### src/rtl/mux_scan_demux_if.sv
// Select/return bundle between the scanner and the 4-to-1 mux it walks.
interface mux_scan_demux_if;
    logic       start;
    logic       w;
    logic       s1;
    logic       s0;
    logic [3:0] d_out;
    logic [3:0] err;
    logic       busy;
    logic       done;

    modport master (
        output start, w,
        input  s1, s0, d_out, err, busy, done
    );

    modport slave (
        input  start, w,
        output s1, s0, d_out, err, busy, done
    );
endinterface

### src/rtl/mux_scan_demux.sv
// Walks the mux select through codes 00..11. After each change it waits a
// settle time, then samples the returned line twice and stores the value into
// the matching d_out bit. Channels whose two samples keep disagreeing are
// retried, and once the retries run out they are flagged in err.
//
// state   | meaning
// --------+-----------------------------------------------------------
// IDLE    | waiting for start, select parked at 00
// SETTLE  | select held, counting down the settle time
// CAPTURE | first sample of w taken into smp
// VERIFY  | second sample compared, then store / retry / flag
// DONE    | one-cycle completion pulse, select returns to 00
module mux_scan_demux #(
    parameter int SETTLE_CYCLES = 4,
    parameter int MAX_RETRY     = 2
) (
    input  logic            clk,
    input  logic            rst,
    mux_scan_demux_if.slave bus
);
    localparam int CW = $clog2(SETTLE_CYCLES + 1);
    // With MAX_RETRY = 0 the counter is never incremented, but it still needs one bit.
    localparam int RW = (MAX_RETRY > 0) ? $clog2(MAX_RETRY + 1) : 1;
    localparam logic [CW-1:0] CNT_LOAD  = CW'(SETTLE_CYCLES - 1);
    localparam logic [RW-1:0] RETRY_LIM = RW'(MAX_RETRY);

    typedef enum logic [2:0] {IDLE, SETTLE, CAPTURE, VERIFY, DONE} state_t;

    state_t        state, state_n;
    logic [1:0]    ch, ch_n;
    logic [1:0]    sel, sel_n;
    logic [CW-1:0] cnt, cnt_n;
    logic [RW-1:0] retry, retry_n;
    logic          smp, smp_n;
    logic [3:0]    d_out, d_out_n;
    logic [3:0]    err, err_n;
    logic          advance;

    // State and datapath registers; async reset discards any partial scan.
    always_ff @(posedge clk or posedge rst) begin
        if (rst) begin
            state <= IDLE;
            ch    <= '0;
            sel   <= '0;
            cnt   <= '0;
            retry <= '0;
            smp   <= 1'b0;
            d_out <= '0;
            err   <= '0;
        end else begin
            state <= state_n;
            ch    <= ch_n;
            sel   <= sel_n;
            cnt   <= cnt_n;
            retry <= retry_n;
            smp   <= smp_n;
            d_out <= d_out_n;
            err   <= err_n;
        end
    end

    // Next-state and datapath updates for the scan sequence.
    always_comb begin
        state_n = state;
        ch_n    = ch;
        sel_n   = sel;
        cnt_n   = cnt;
        retry_n = retry;
        smp_n   = smp;
        d_out_n = d_out;
        err_n   = err;
        advance = 1'b0;

        case (state)
            IDLE: begin
                if (bus.start) begin
                    ch_n    = '0;
                    sel_n   = '0;
                    cnt_n   = CNT_LOAD;
                    retry_n = '0;
                    err_n   = '0;
                    state_n = SETTLE;
                end
            end
            SETTLE: begin
                if (cnt == '0) state_n = CAPTURE;
                else           cnt_n   = cnt - 1'b1;
            end
            CAPTURE: begin
                smp_n   = bus.w;
                state_n = VERIFY;
            end
            VERIFY: begin
                // An unknown on either sample compares false and is handled as a mismatch.
                if (bus.w == smp) begin
                    d_out_n[ch] = smp;
                    advance     = 1'b1;
                end else if (retry != RETRY_LIM) begin
                    retry_n = retry + 1'b1;
                    cnt_n   = CNT_LOAD;
                    state_n = SETTLE;
                end else begin
                    d_out_n[ch] = bus.w;
                    err_n[ch]   = 1'b1;
                    advance     = 1'b1;
                end
                if (advance) begin
                    if (ch == 2'd3) begin
                        state_n = DONE;
                    end else begin
                        ch_n    = ch + 2'd1;
                        sel_n   = ch + 2'd1;
                        retry_n = '0;
                        cnt_n   = CNT_LOAD;
                        state_n = SETTLE;
                    end
                end
            end
            DONE: begin
                sel_n   = '0;
                state_n = IDLE;
            end
            default: state_n = IDLE;
        endcase
    end

    assign bus.s1    = sel[1];
    assign bus.s0    = sel[0];
    assign bus.d_out = d_out;
    assign bus.err   = err;
    assign bus.busy  = (state != IDLE);
    assign bus.done  = (state == DONE);
endmodule

### src/flat_wrapper.sv
// flat-port wrapper written by rule: the top's interface ports become plain ports
module mux_scan_demux_flat 
#(
    parameter int SETTLE_CYCLES = 4,
    parameter int MAX_RETRY     = 2
)
  (clk, rst, bus_start, bus_w, bus_s1, bus_s0, bus_d_out, bus_err, bus_busy, bus_done);
  mux_scan_demux_if bus_i ();
  input  logic clk;
  input  logic rst;
  input wire logic [$bits(bus_i.start)-1:0] bus_start;
  input wire logic [$bits(bus_i.w)-1:0] bus_w;
  output wire logic [$bits(bus_i.s1)-1:0] bus_s1;
  output wire logic [$bits(bus_i.s0)-1:0] bus_s0;
  output wire logic [$bits(bus_i.d_out)-1:0] bus_d_out;
  output wire logic [$bits(bus_i.err)-1:0] bus_err;
  output wire logic [$bits(bus_i.busy)-1:0] bus_busy;
  output wire logic [$bits(bus_i.done)-1:0] bus_done;
  assign bus_i.start = bus_start;
  assign bus_i.w = bus_w;
  assign bus_s1 = bus_i.s1;
  assign bus_s0 = bus_i.s0;
  assign bus_d_out = bus_i.d_out;
  assign bus_err = bus_i.err;
  assign bus_busy = bus_i.busy;
  assign bus_done = bus_i.done;
  mux_scan_demux #(.SETTLE_CYCLES(SETTLE_CYCLES), .MAX_RETRY(MAX_RETRY)) u_core (.clk(clk), .rst(rst), .bus(bus_i));
endmodule
### config.mk
export PLATFORM = sky130hd
export DESIGN_NAME = mux_scan_demux_flat
export DESIGN_NICKNAME = d
export VERILOG_FILES = /design/src/rtl/mux_scan_demux_if.sv /design/src/rtl/mux_scan_demux.sv /design/src/flat_wrapper.sv
export SDC_FILE = /design/constraint.sdc
export NUM_CORES = 1
export LEC_CHECK = 0
export ABC_AREA = 1
export CAP_MARGIN = 20
export CELL_PAD_IN_SITES_DETAIL_PLACEMENT = 2
export CELL_PAD_IN_SITES_GLOBAL_PLACEMENT = 2
export CORE_AREA = 2 2 54 76
export CTS_CLUSTER_DIAMETER = 30
export DETAILED_ROUTE_END_ITERATION = 10
export DIE_AREA = 0 0 56 78
export PLACE_DENSITY_LB_ADDON = 0.08
export SLEW_MARGIN = 20
export SYNTH_ARGS = -nofsm -noshare
export SYNTH_HDL_FRONTEND = slang
export SYNTH_SLANG_ARGS = --single-unit
### constraint.sdc
create_clock -name clk -period 2.8 [get_ports clk]
set_input_delay 0.42 -clock clk [delete_from_list [all_inputs] [get_ports clk]]
set_output_delay 0.42 -clock clk [all_outputs]
set_load 0.03 [all_outputs]
### The metal 2 layer, run 1

Cells faint in the background.
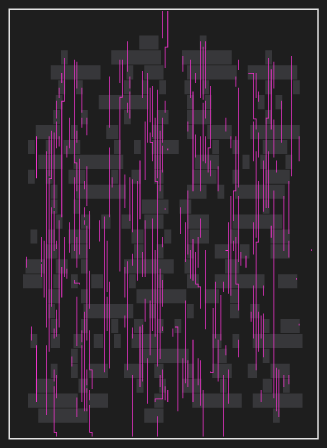
longest straight run: 37.7 um
wire length on this layer: 1,730 um
nets with wire on the layer: 159
share of all routed wire: 57%
main direction: vertical
DRT Wirelength: 3040 um
met2 global-route usage: 30.1%

### Signal wires on met1, run 1

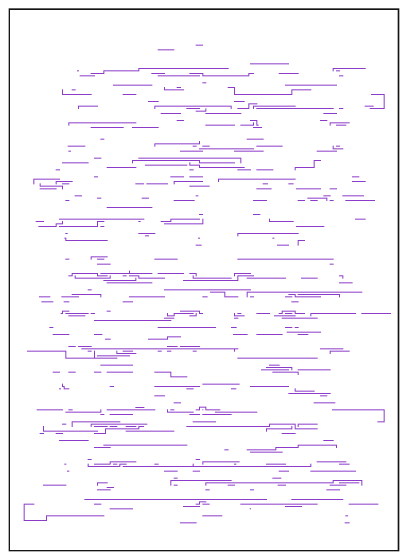
wire length on this layer: 1,200 um
main direction: horizontal
longest straight run: 27.1 um
nets with wire on the layer: 166
vias: 1,022
GRT met1 Usage: 16.2%

### Cell density map, run 1

6 x 8 tiles, from white (low) to dark blue (high), 0 to 100% covered.
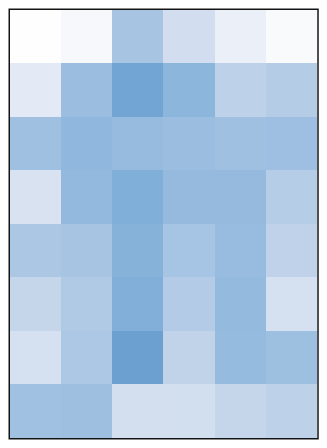
densest ninth of the die: middle
nearly empty tiles: 2.1%
fullest tile: 54%
mean over tiles: 32%
Final Util: 39.8%
core box area: 3640 sq um

==> results.yml, run 1 <==
# physical design summary
flow_run:
  warning_count: 31
  max_cap_violations: 0
final_timing:
  min_period_ps: 2030
  worst_slack_ps: 767
  worst_slew_pin_slew_ps: 832
  finClkSkew_ps: 2.81
  fin_tns_setup_ps: 0
  setup_viol: 0
  relSlewSlack_pct: 44.4
  hold_ws_ps: 480
  hold_viol: 0
  slew_viol_final: 0
  rsz0062_at_grt: "false"
  period_used_pct: 72.6
synthesis:
  synth-edff-count: 0
  yosysWarnings: 0
  synth.largest_area_cell: "dfrtp_1"
  logic_family: "simple AND/OR/NAND/NOR gates"
  numSynthFlops: 21
  ys_sh_adder_pct: 8.33
  syn_inst: 151
  yosysUniqueCellTypes: 20
  synth_nets: 163
  syn_area_per_cell_sq_um: 7.95
  ff_type: "dfrtp_1"
  common_cells: "38 x nand2_1, 30 x inv_1, 21 x dfrtp_1, 11 x o21ai_0, 9 x nor2_1"
  top_area_share_pct: 43.8
  async_reset_ff_share_pct: 100
  mux_share_pct: 0
  synth-compound-area-share_pct: 10.8
  yosysChipArea_sq_um: 1200
  synth_seq_share_pct: 43.8
  area_leaders: "dfrtp_1 44%, nand2_1 12%, inv_1 9.4%, ha_1 8.3%, o21ai_0 4.6%"
  synthMostInstantiatedCell: "nand2_1"
  simple_gate_share_pct: 26.1
  ys_cells: 151
  xor_share_pct: 0.729
  synth_area_sq_um: 1200
power:
  power_mw: 1.58
  p_int_mw: 0.816
  clockPowerShare_pct: 12.9
  clock_power_mw: 0.204
  comb-power_mw: 0.877
  p_per_area_nw_per_um2: 1090
  peakVddDrop_uv: 417
  comb_power_share_pct: 55.5
  top_power_group: "combinational cells"
  p_sw_mw: 0.764
  seqPwrFrac_pct: 31.5
  seq_power_mw: 0.498
  swShare_pct: 48.3
  leakage_nw: 0.769
placement:
  dpl_worst_slack_ps: 905
  dpl_cell_area_sq_um: 1400
  place_inst: 208
  port-buffer-count: 15
  gp_congestion: 0.702
  dp_hpwl_um: 2390
critical_path:
  cp_max_fo: 5
  path_class: "register to primary output"
  r2r_start: "u_core.state[2]$_DFFE_PP0P_"
  crit_path_end: "bus_busy"
  r2r-end: "u_core.cnt[0]$_DFFE_PP0P_"
  startpoint: "u_core.state[1]$_DFFE_PP0P_"
  cp.arrival_ps: 1610
  worst_r2r_path_depth: 6
  crit_required_ps: 2380
  rrSetupSlack_ps: 1290
  cp-end-kind: "primary output"
  startpoint_type: "register"
cts:
  cts_max_level: 1
  numCtsBuffers: 3
  cts_sinks: 21
  cts-root-buf: "clkbuf_8"
  cts_setup_buffers: 0
  clock_latency_ps: 260
  clk_path_buf_depth: 2
  ctsHoldBuffers: 0
  ctsResizeCount: 0
  tritoncts: "done"
  path_clk_slew_ps: 80
floorplan:
  io_pins: 16
  die_x_um: 56
  die_area_sq_um: 4370
  initial_core_util_pct: 33.0
  rows: 26
  die_h_um: 78
global_route:
  grt_max_degree: 22
  grt_use_total_pct: 15.4
  grt_first_pass_wirelength_um: 5190
  gr-total-overflow: 0
  antenna_found_initial: 0
  grt_pass1_vias: 1141
layout:
  nets: 183
  fin_cells: 212
  finish.instance_area_sq_um: 1450
  insertedDiodeCount: 0
  final_cell_mix: "38 x nand2_1, 30 x inv_1, 21 x dfrtp_1, 15 x clkdlybuf4s50_1, 11 x o21ai_0"
  layout_top_cell: "nand2_1"
  syn2layout_area_growth_pct: 20.6
  top_regs: "u_core.bus.d_out x4, u_core.bus.err x4"
  drive_gt1_share_pct: 11.2
status:
  status: "completed"
drt:
  dr.pass1.iters: 4
  antenna_left: 0
  vias_per_cell: 4.82
  drtIter0Drc: 10
  wl_per_cell_um: 14.3
  drcViolationCount: 0
worst_hold_path:
  min-delay-start: "u_core.sel[0]$_DFFE_PP0P_"
  hold_depth: 2
  hold_class: "register to register"
  whs_endpoint: "u_core.sel[0]$_DFFE_PP0P_"
==> run 1: critical path, cell delays in order, from the launching register on <==
cell and delay, ps:
dfrtp_1 440, nor2_1 210, nand2_2 100, clkdlybuf4s50_1 600
==> run 1: area by class of cell <==
class                      instances  area, sq um
sequential                        21          526
fill                             451         2190
timing repair buffer              15          150
multi-input combinational         98          553
inverter                          32          123
tap                               42         52.6
clock buffer                       4         45.0
==> run 1: per-layer routing <==
layer | part of all wire [%] | GRT usage (%) | vias up | wire (um)
met2 | 57 | 30.1 | 11 | 1730
met1 | 40 | 16.2 | 498 | 1200
met5 | 0 | 0 | - | 0
met4 | 1.6 | 5.71 | 0 | 50
li1 | - | - | 508 | -
met3 | 1.7 | 2.00 | 5 | 52
## Run 2: what changed since run 1
CORE_AREA = 2 2 56 79   (was 2 2 54 76)
DIE_AREA = 0 0 58 81   (was 0 0 56 78)
clock period = 1.95 ns   (was 2.8 ns; I/O delays follow)
==> run 2 against run 1 <==
  * Worst hold slack lost 97 ps
  * Global-route usage grew 0.68 points
  * Cell area grew 1.6%
  * Critical path type unchanged
  * Largest cell class unchanged
==> results.yml, run 2 <==
# physical design summary
status:
  status: "completed"
power:
  leakage_nw: 0.804
  comb-power_mw: 1.29
  seqPwrFrac_pct: 31.2
  seq_power_mw: 0.719
  peakVddDrop_uv: 554
  comb_power_share_pct: 55.9
  p_per_area_nw_per_um2: 1570
synthesis:
  synth.largest_area_cell: "dfrtp_1"
  yosysUniqueCellTypes: 20
  ys_cells: 151
  yosysWarnings: 0
  common_cells: "38 x nand2_1, 30 x inv_1, 21 x dfrtp_1, 11 x o21ai_0, 9 x nor2_1"
  synthMostInstantiatedCell: "nand2_1"
  top_area_share_pct: 43.8
  ff_type: "dfrtp_1"
  area_leaders: "dfrtp_1 44%, nand2_1 12%, inv_1 9.4%, ha_1 8.3%, o21ai_0 4.6%"
  synth_area_sq_um: 1200
critical_path:
  path_depth: 1
  cp_top_family: "buffers and inverters"
  cp_slowest_cell: "clkdlybuf4s50_1"
  crit_path_end: "bus_d_out[3]"
  cp_max_fo: 2
  cp-end-kind: "primary output"
  r2r_start: "u_core.state[2]$_DFFE_PP0P_"
  r2r-end: "u_core.bus.d_out[0]$_DFFE_PP0P_"
  startpoint_type: "register"
  startpoint: "u_core.bus.d_out[3]$_DFFE_PP0P_"
  path_class: "register to primary output"
final_timing:
  slew_viol_final: 0
  period_used_pct: 82.4
  relSlewSlack_pct: 78.5
  setup_viol: 0
  hold_viol: 0
global_route:
  grt_use_met2_pct: 32.0
  grt_max_degree: 22
  met1_usage_pct: 16.8
  grt_use_total_pct: 16.1
  grt_first_pass_wirelength_um: 5710
  grt_use_met3_pct: 1.91
floorplan:
  die_x_um: 58
  rows: 28
  taps: 45
cts:
  numCtsBuffers: 3
  cts-root-buf: "clkbuf_8"
  cts_max_level: 1
  ctsHoldBuffers: 0
  path_clk_slew_ps: 80
  tritoncts: "done"
  clk_path_buf_depth: 2
layout:
  final_cell_mix: "38 x nand2_1, 30 x inv_1, 21 x dfrtp_1, 13 x clkdlybuf4s50_1, 11 x o21ai_0"
  nNonClkBuffers: 17
  largest_class: "multi-input combinational cells"
  sh_seq_area_pct: 35.7
  layout_top_cell: "nand2_1"
  clk_share_pct: 3.06
  insertedDiodeCount: 0
  syn2layout_area_growth_pct: 22.6
  clock_buffers: 4
  drive_gt1_share_pct: 12.2
  logic_gate_count: 98
placement:
  dpl_worst_slack_ps: 214
  gp_congestion: 0.729
drt:
  vias: 1052
  dr.pass1.iters: 4
  wl_met1_um: 1260
  drcViolationCount: 0
  top_layer: "met4"
  antenna_left: 0
worst_hold_path:
  hold_class: "primary input to asynchronous set/reset pin"
flow_run:
  max_cap_violations: 0
[run 2: netlist changes by cell type in the layout (fill, tap and decap cells not counted), sizes merged]
cell	change
buf	+2
clkdlybuf4s50	-2
dlymetal6s2s	+2
[run 2: kinds of logic after synthesis]
group	count (synthesis)	synth area share, %
adder cells (fa/ha/maj)	8	8.33
AND/OR/NAND/NOR	66	26.1
buffers and inverters	32	10.2
flip-flops	21	43.7
AND-OR/OR-AND	23	10.8
XOR/XNOR	1	0.729
[run 2: metrics by stage]
step | instance area (sq um) | instances
after floorplan | 1200 | 151
after global placement | 1420 | 213
after detailed placement | 1420 | 213
after CTS | 1470 | 217
after global routing | 1470 | 217
final | 1470 | 217
[run 2: what timing repair did]
item | CTS | global route
setup buffers | 0 | 0
resized | 0 | 2
endpoints found under the setup margin | 0 | 2
### Cell density map, run 2

6 x 8 tiles, from white (low) to dark blue (high), 0 to 100% covered.
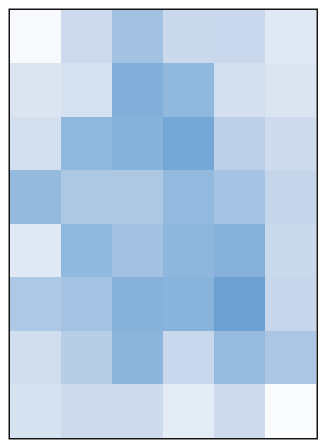
mean over tiles: 30%
fullest tile: 54%
core box area: 4060 sq um
Final Util: 36.2%

Power is estimated from default activity; no workload was simulated.
